**Run 1: port wiring**

Scale: 1 px per um.
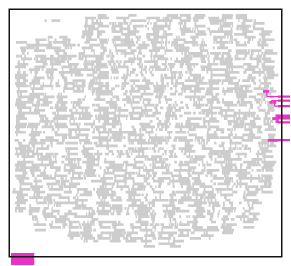
**Run 1: pin placement**

Scale: 1.5 px per um. Pins as bars across the die edge, other pins in grey.
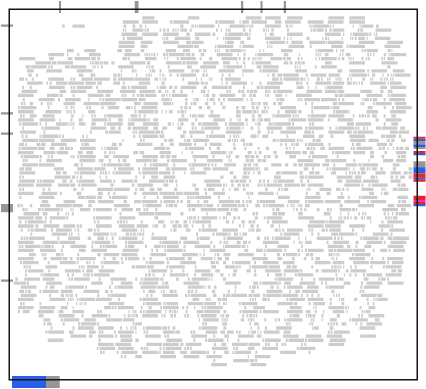
**Run 1: wiring by layer**

Scale: 1.5 px per um. Two of the layers only.
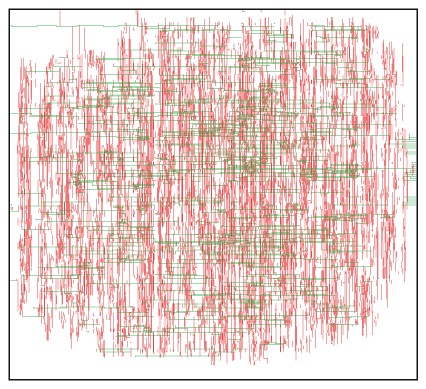
==> config.mk <==
export PLATFORM = sky130hd
export DESIGN_NAME = bp_gshare_param
export DESIGN_NICKNAME = d
export VERILOG_FILES = /design/src/rtl/bp_gshare_param_pkg.sv /design/src/rtl/bp_sat_cntrn.sv /design/src/rtl/bp_gshare_param.sv
export SDC_FILE = /design/constraint.sdc
export NUM_CORES = 1
export LEC_CHECK = 0
export CAP_MARGIN = 20
export CORE_AREA = 2 2 269 244
export CTS_BUF_LIST = sky130_fd_sc_hd__clkbuf_4 sky130_fd_sc_hd__clkbuf_8
export DETAILED_ROUTE_END_ITERATION = 8
export DIE_AREA = 0 0 271 246
export DONT_BUFFER_PORTS = 1
export GPL_ROUTABILITY_DRIVEN = 0
export MAX_ROUTING_LAYER = met4
export PLACE_DENSITY_LB_ADDON = 0.1
export SYNTH_ARGS = -nofsm -noshare
export SYNTH_HDL_FRONTEND = slang
export SYNTH_SLANG_ARGS = --single-unit
==> constraint.sdc <==
create_clock -name clk -period 6.6 [get_ports clk]
set_input_delay 1.32 -clock clk [delete_from_list [all_inputs] [get_ports clk]]
set_output_delay 1.32 -clock clk [all_outputs]
set_load 0.005 [all_outputs]
==> src/rtl/bp_gshare_param_pkg.sv <==
// Shared gshare predictor defaults and hash-alignment helper.
// Used by the predictor top and by F/BR stages that carry alias/history.
package bp_gshare_param_pkg;

  localparam int BP_HIST_W    = 8;
  localparam int BP_IDX_W     = 8;
  localparam int BP_CNTR_W    = 2;
  localparam int BP_EIP_LSB   = 2;
  localparam int BP_CNTR_INIT = 1;

  // History is left-aligned against the index: its MSB meets the index MSB.
  function automatic int hist_shift(input int idx_w, input int hist_w);
    return idx_w - hist_w;
  endfunction

endpackage

==> src/rtl/bp_sat_cntrn.sv <==
// Saturating up/down counter next-value, no wrap at either end.
module bp_sat_cntrn #(
  parameter int CNTR_W = 2
) (
  input  logic [CNTR_W-1:0] cnt_i,
  input  logic              taken_i,
  output logic [CNTR_W-1:0] cnt_o
);

  // Increment toward all-ones on taken, decrement toward zero otherwise.
  always_comb begin
    cnt_o = cnt_i;
    if (taken_i) begin
      if (!(&cnt_i)) cnt_o = cnt_i + CNTR_W'(1);
    end else begin
      if (|cnt_i)    cnt_o = cnt_i - CNTR_W'(1);
    end
  end

endmodule

==> src/rtl/bp_gshare_param.sv <==
// Parametrised gshare direction predictor.
// Lookup is combinational off registered PHT/GBHR; updates are a 2-stage
// pipeline (capture, then read-modify-write) with forwarding into lookup.
// Optional macro BP_SPEC_HIST_EN: speculative GBHR shift on lookup plus
// repair from upd_ghr on mispredict. Undefined: GBHR shifts only at resolution.
module bp_gshare_param
  import bp_gshare_param_pkg::*;
#(
  parameter int HIST_W    = BP_HIST_W,
  parameter int IDX_W     = BP_IDX_W,
  parameter int CNTR_W    = BP_CNTR_W,
  parameter int EIP_LSB   = BP_EIP_LSB,
  parameter int CNTR_INIT = BP_CNTR_INIT
) (
  input  logic              clk,
  input  logic              reset,
  input  logic [31:0]       eip,
  input  logic              lookup,
  output logic              prediction,
  output logic [IDX_W-1:0]  BP_alias,
  output logic [HIST_W-1:0] GBHR,
  input  logic              upd_valid,
  input  logic [IDX_W-1:0]  upd_alias,
  input  logic              upd_taken,
  input  logic [HIST_W-1:0] upd_ghr,
  input  logic              upd_mispredict
);

  localparam int                ENTRIES = 1 << IDX_W;
  localparam int                HSHIFT  = hist_shift(IDX_W, HIST_W);
  localparam logic [CNTR_W-1:0] INIT_V  = CNTR_W'(CNTR_INIT);

  if (HIST_W > IDX_W || HIST_W < 2 || CNTR_W < 2 || EIP_LSB + IDX_W > 32) begin : g_param_chk
    $error("bp_gshare_param: illegal HIST_W/IDX_W/CNTR_W/EIP_LSB combination");
  end

  logic [CNTR_W-1:0] pht_q [ENTRIES];
  logic [HIST_W-1:0] ghr_q, ghr_d;
  logic              wr_vld_q;
  logic [IDX_W-1:0]  wr_alias_q;
  logic              wr_taken_q;
  logic [CNTR_W-1:0] wr_cur, wr_nxt, rd_cnt;
  logic [IDX_W-1:0]  alias_w;

  assign alias_w  = eip[EIP_LSB +: IDX_W] ^ (IDX_W'(ghr_q) << HSHIFT);
  assign BP_alias = alias_w;
  assign GBHR     = ghr_q;

  // Write stage reads the array directly: the previous write has already
  // landed at the edge, so back-to-back updates to one alias chain correctly.
  assign wr_cur = pht_q[wr_alias_q];

  bp_sat_cntrn #(.CNTR_W(CNTR_W)) u_sat (
    .cnt_i   (wr_cur),
    .taken_i (wr_taken_q),
    .cnt_o   (wr_nxt)
  );

  // Lookup read with forwarding from the in-flight write.
  always_comb begin
    rd_cnt = pht_q[alias_w];
    if (wr_vld_q && (wr_alias_q == alias_w)) rd_cnt = wr_nxt;
  end

  assign prediction = rd_cnt[CNTR_W-1];

  // Stage 1: capture the resolved branch; reset drops anything pending.
  always_ff @(posedge clk) begin
    if (!reset) begin
      wr_vld_q   <= 1'b0;
      wr_alias_q <= '0;
      wr_taken_q <= 1'b0;
    end else begin
      wr_vld_q   <= upd_valid;
      wr_alias_q <= upd_alias;
      wr_taken_q <= upd_taken;
    end
  end

  // Stage 2: PHT write of the saturated next value; reset beats the write.
  always_ff @(posedge clk) begin
    if (!reset) begin
      for (int i = 0; i < ENTRIES; i++) pht_q[i] <= INIT_V;
    end else if (wr_vld_q) begin
      pht_q[wr_alias_q] <= wr_nxt;
    end
  end

`ifdef BP_SPEC_HIST_EN
  logic sig_unused;
  assign sig_unused = ^eip;

  // Speculative shift on lookup; mispredict repair takes priority.
  always_comb begin
    ghr_d = ghr_q;
    if (upd_valid && upd_mispredict) ghr_d = {upd_ghr[HIST_W-2:0], upd_taken};
    else if (lookup)                 ghr_d = {ghr_q[HIST_W-2:0], prediction};
  end
`else
  logic sig_unused;
  assign sig_unused = ^{eip, upd_ghr, upd_mispredict, lookup};

  // History advances only on resolved branches.
  always_comb begin
    ghr_d = ghr_q;
    if (upd_valid) ghr_d = {ghr_q[HIST_W-2:0], upd_taken};
  end
`endif

  // Global history register.
  always_ff @(posedge clk) begin
    if (!reset) ghr_q <= '0;
    else        ghr_q <= ghr_d;
  end

endmodule

==> impl_metrics.ini, run 1 <==
; yosys + openroad results
[final_layout]
final_nets = 2480
drive_gt1_share_pct = 19.9
clk_share_pct = 5.62
seq_share_pct = 50.6
fin_util_pct = 48.8
nNonClkBuffers = 129

[logic_synthesis]
yosys_most_used_dff = edfxtp_1
numSynthFlops = 530
syn_inst = 2511
synth_nets = 2565
synth.avg_cell_area_sq_um = 11.3
synth_area_sq_um = 28500

[floorplanning]
fp_util_pct = 44.7
core_sq_um = 63800

[final_timing]
slew_violations = 0
setup_tns_ns = 0
tightestPinTransition_ns = 1.27

[grt]
grt_start_max_net_pins = 277

[place]
dp_hpwl_mm = 63.0

[detailed_routing]
wl_met3_mm = 12.2

[power]
pwr-share-clk_pct = 37.9
power.density_nw_per_um2 = 252
switching_share_pct = 28.4

[min_path]
hp-start = GBHR[5]

[worst_setup_path]
r2r-end = pht_q[240][1]

[clock_network]
cts_tree = done

[status]
status = finished clean
Back to the opening pictures, 'port wiring':
legend:
  eip:
    colour: magenta
    bits: 32
    direction: input
    end_cells: 8
    buffers: 0
    wire: 70.3 um
number of port buffers: 0
top-level I/O count: 71

Back to the opening pictures, 'pin placement':
legend:
  eip:
    colour: blue
    pins: 32
    direction: input
    edge: 24 bottom, 8 right
  upd_valid:
    colour: magenta
    pins: 1
    direction: input
    edge: right
  GBHR:
    colour: red
    pins: 8
    direction: output
    edge: right
Die H: 246 um
Chip Width: 271 um

Back to the opening pictures, 'wiring by layer':
legend:
  M2:
    colour: red
    wire_length: 45.8 mm
  M3:
    colour: green
    wire_length: 12200 um
total number of vias: 22500
gr usage total: 32.2%
wire length per cell: 31.2 um
Detailed Route WL: 104 mm

## run 1: power groups by stage
stage / sequential, mW / combinational, mW / clock, mW
after floorplan: 3.85 / 0.733 / 0
after global placement: 3.89 / 1.01 / 0
after detailed placement: 3.89 / 1.02 / 0
after CTS: 3.82 / 1.02 / 3.00
after global routing: 3.83 / 1.09 / 3.14
final: 3.82 / 1.04 / 2.97
## run 1: per-stage QoR
step / cell area, sq um / total power, mW / setup slack, ns / std cells
3_3_place_gp: 29300 / 4.90 / 0.905 / 3185
5_1_grt: 31100 / 8.06 / 0.469 / 3348
2_1_floorplan: 28500 / 4.58 / 1.80 / 2511
3_5_place_dp: 29400 / 4.91 / 0.858 / 3186
6_report: 31100 / 7.84 / 0.549 / 3348
4_1_cts: 31100 / 7.84 / 0.554 / 3347
## run 1: routing by layer
metal  global-route usage (%)  vias up
met2                     46.5     1544
li1                         -     9325
met4                     11.2        0
met3                     6.84      220
met1                     45.2    11400
met5                        -        -
## run 1: worst max-delay path: stages, from the launching register on
cell and delay [ns]:
dfxtp_1 0.46, nor2_1 0.62, and3_1 1.04, a221oi_1 0.18, nor3_1 0.43, a31oi_1 0.12
nand3_1 0.15, and3b_1 0.24, maj3_4 0.36, mux2i_1 0.42
## run 1: kinds of logic after synthesis
family | count (synthesis) | synth area share [%]
AND-OR/OR-AND | 427 | 8.35
XOR/XNOR | 16 | 0.492
adder cells (fa/ha/maj) | 2 | 0.0791
buffers and inverters | 319 | 5.41
flip-flops | 530 | 55.3
multiplexers | 207 | 12.3
AND/OR/NAND/NOR | 1010 | 18.1
## run 1: registers in the layout, indices dropped and copies added (netlist names)
name,cells
GBHR,8
pht_q,512
wr_vld_q,1
wr_taken_q,1
wr_alias_q,8
**Run 1: sizing map**

Scale: 1.5 px per um.
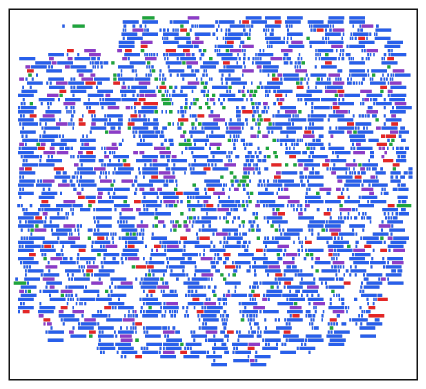

==> run 1 -> run 2 <==
--- a/config.mk
+++ b/config.mk
@@ -13,7 +13,8 @@
 export DONT_BUFFER_PORTS = 1
 export GPL_ROUTABILITY_DRIVEN = 0
 export MAX_ROUTING_LAYER = met4
-export PLACE_DENSITY_LB_ADDON = 0.1
+export PLACE_DENSITY = 0.68
+export RECOVER_POWER = 25
 export SYNTH_ARGS = -nofsm -noshare
 export SYNTH_HDL_FRONTEND = slang
 export SYNTH_SLANG_ARGS = --single-unit
**Run 2: sizing map**

Scale: 1.5 px per um.
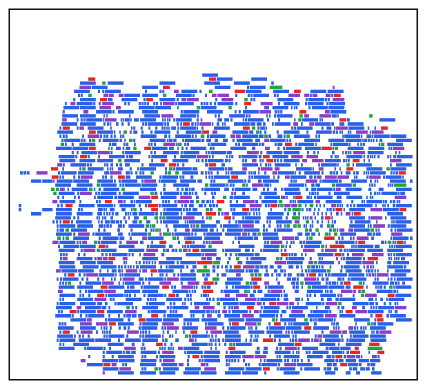
legend:
  x3 and x4:
    colour: green
    cells: 122
  x1 and smaller:
    colour: blue
    cells: 2025
  x2:
    colour: purple
    cells: 222
  x6 and larger:
    colour: red
    cells: 106
Final Cell Area: 30800 sq um
Non-clk bufs: 116
setup ws final: 0.376 ns

**Run 2: port wiring**

Scale: 1 px per um.
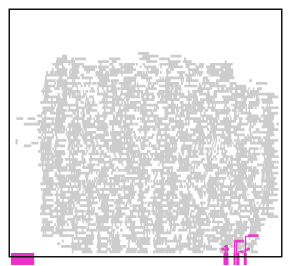
legend:
  eip:
    colour: magenta
    bits: 32
    direction: input
    end_cells: 8
    buffers: 0
    wire: 102 um

==> run 2 against run 1 <==
  * The flow now finishes with violations (max-capacitance violations, max-slew violations)
  * Critical path depth rose by 1
  * Global-route usage down 3.1 points
  * Cell area is 0.88% lower
  * Clock power is 6% lower
  * Final cell count is 0.45% lower
  * Worst hold slack improved by 0.0058 ns
  * Non-clock buffer count is 13 lower
  * Clock skew is 0.0032 ns lower
  * Clock-buffer cell count is 16 lower
==> impl_metrics.ini, run 2 <==
; yosys + openroad results
[status]
status = finished with violations
violations = max-capacitance violations, max-slew violations

[final_timing]
slew_violations = 270
tightestPinTransition_ns = 2.24

[final_layout]
final_cells = 3333
largest_reg_flops = 512

[grt]
busiest_layer = met2
track_usage_pct = 29.1

[detailed_routing]
wl_met3_mm = 15.4
wl_per_cell_um = 28.8

[power]
switching_share_pct = 28.2
power.density_nw_per_um2 = 247
pwr-share-clk_pct = 36.6

[place]
io_buffers = 0
post-place-ws_ns = 1.05

[logic_synthesis]
syn_inst = 2511
synth.avg_cell_area_sq_um = 11.3

[floorplanning]
io_pins = 71
die_h_um = 246

[worst_setup_path]
cpMaxStageDelayCell = dfxtp_4
crit_buf_inv = 3

[min_path]
hp-start = GBHR[3]

[run]
drv_cap = 11
**Run 2: placed standard cells**

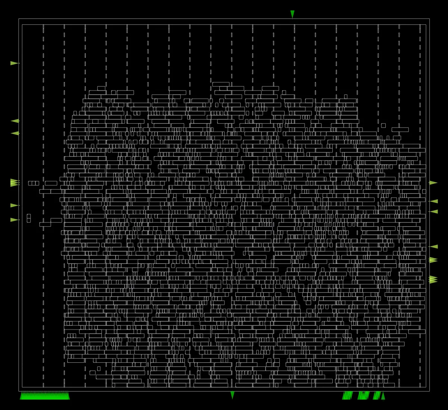
Filler cells: 5661
Flops: 530
core area: 63800 sq um
post-layout util: 48.4%
n_taps: 855

==> run 2: cell counts after synthesis <==
No cell type changed its count.
==> run 2: final cells by class <==
| cell class | count | share of cell area, % |
|---|---|---|
| Multi-Input combinational cell | 1662 | 36.8 |
| Clock buffer | 118 | 4.66 |
| Tap cell | 855 | 3.47 |
| Clock inverter | 39 | 0.625 |
| Inverter | 10 | 0.138 |
| Antenna cell | 3 | 0.0243 |
| Timing Repair Buffer | 116 | 3.24 |
| Sequential cell | 530 | 51.1 |
==> run 2: power groups by stage <==
stage | Combinational [mW] | Clock [mW] | Sequential [mW]
2_1_floorplan | 0.733 | 0 | 3.85
3_3_place_gp | 0.966 | 0 | 3.88
3_5_place_dp | 0.979 | 0 | 3.89
4_1_cts | 0.982 | 2.79 | 3.82
5_1_grt | 1.05 | 2.93 | 3.83
6_report | 1.01 | 2.79 | 3.82
==> run 2: worst max-delay path by stage <==
| stage | startpoint | to | slack (ns) | cells after the start |
|---|---|---|---|---|
| 2_1_floorplan | eip[2] | prediction | 1.80 | 11 |
| 3_3_place_gp | eip[4] | prediction | 1.07 | 12 |
| 4_1_cts | wr_alias_q[6] | prediction | 0.58 | 9 |
| 3_5_place_dp | eip[4] | prediction | 1.05 | 12 |
| 5_1_grt | wr_alias_q[2] | prediction | 0.38 | 11 |
| 6_report | wr_alias_q[1] | prediction | 0.38 | 10 |
==> run 2: logic make-up after synthesis <==
kind of cell	synth area share (%)
DFF	55.3
buffers and inverters	5.41
xor gates and xnor gates	0.492
AOI/OAI and AO/OA	8.35
muxes	12.3
and+or+nand+nor	18.1
adders and majority gates	0.0791
Power figures rest on the tool's default switching activity, not on a simulated workload.
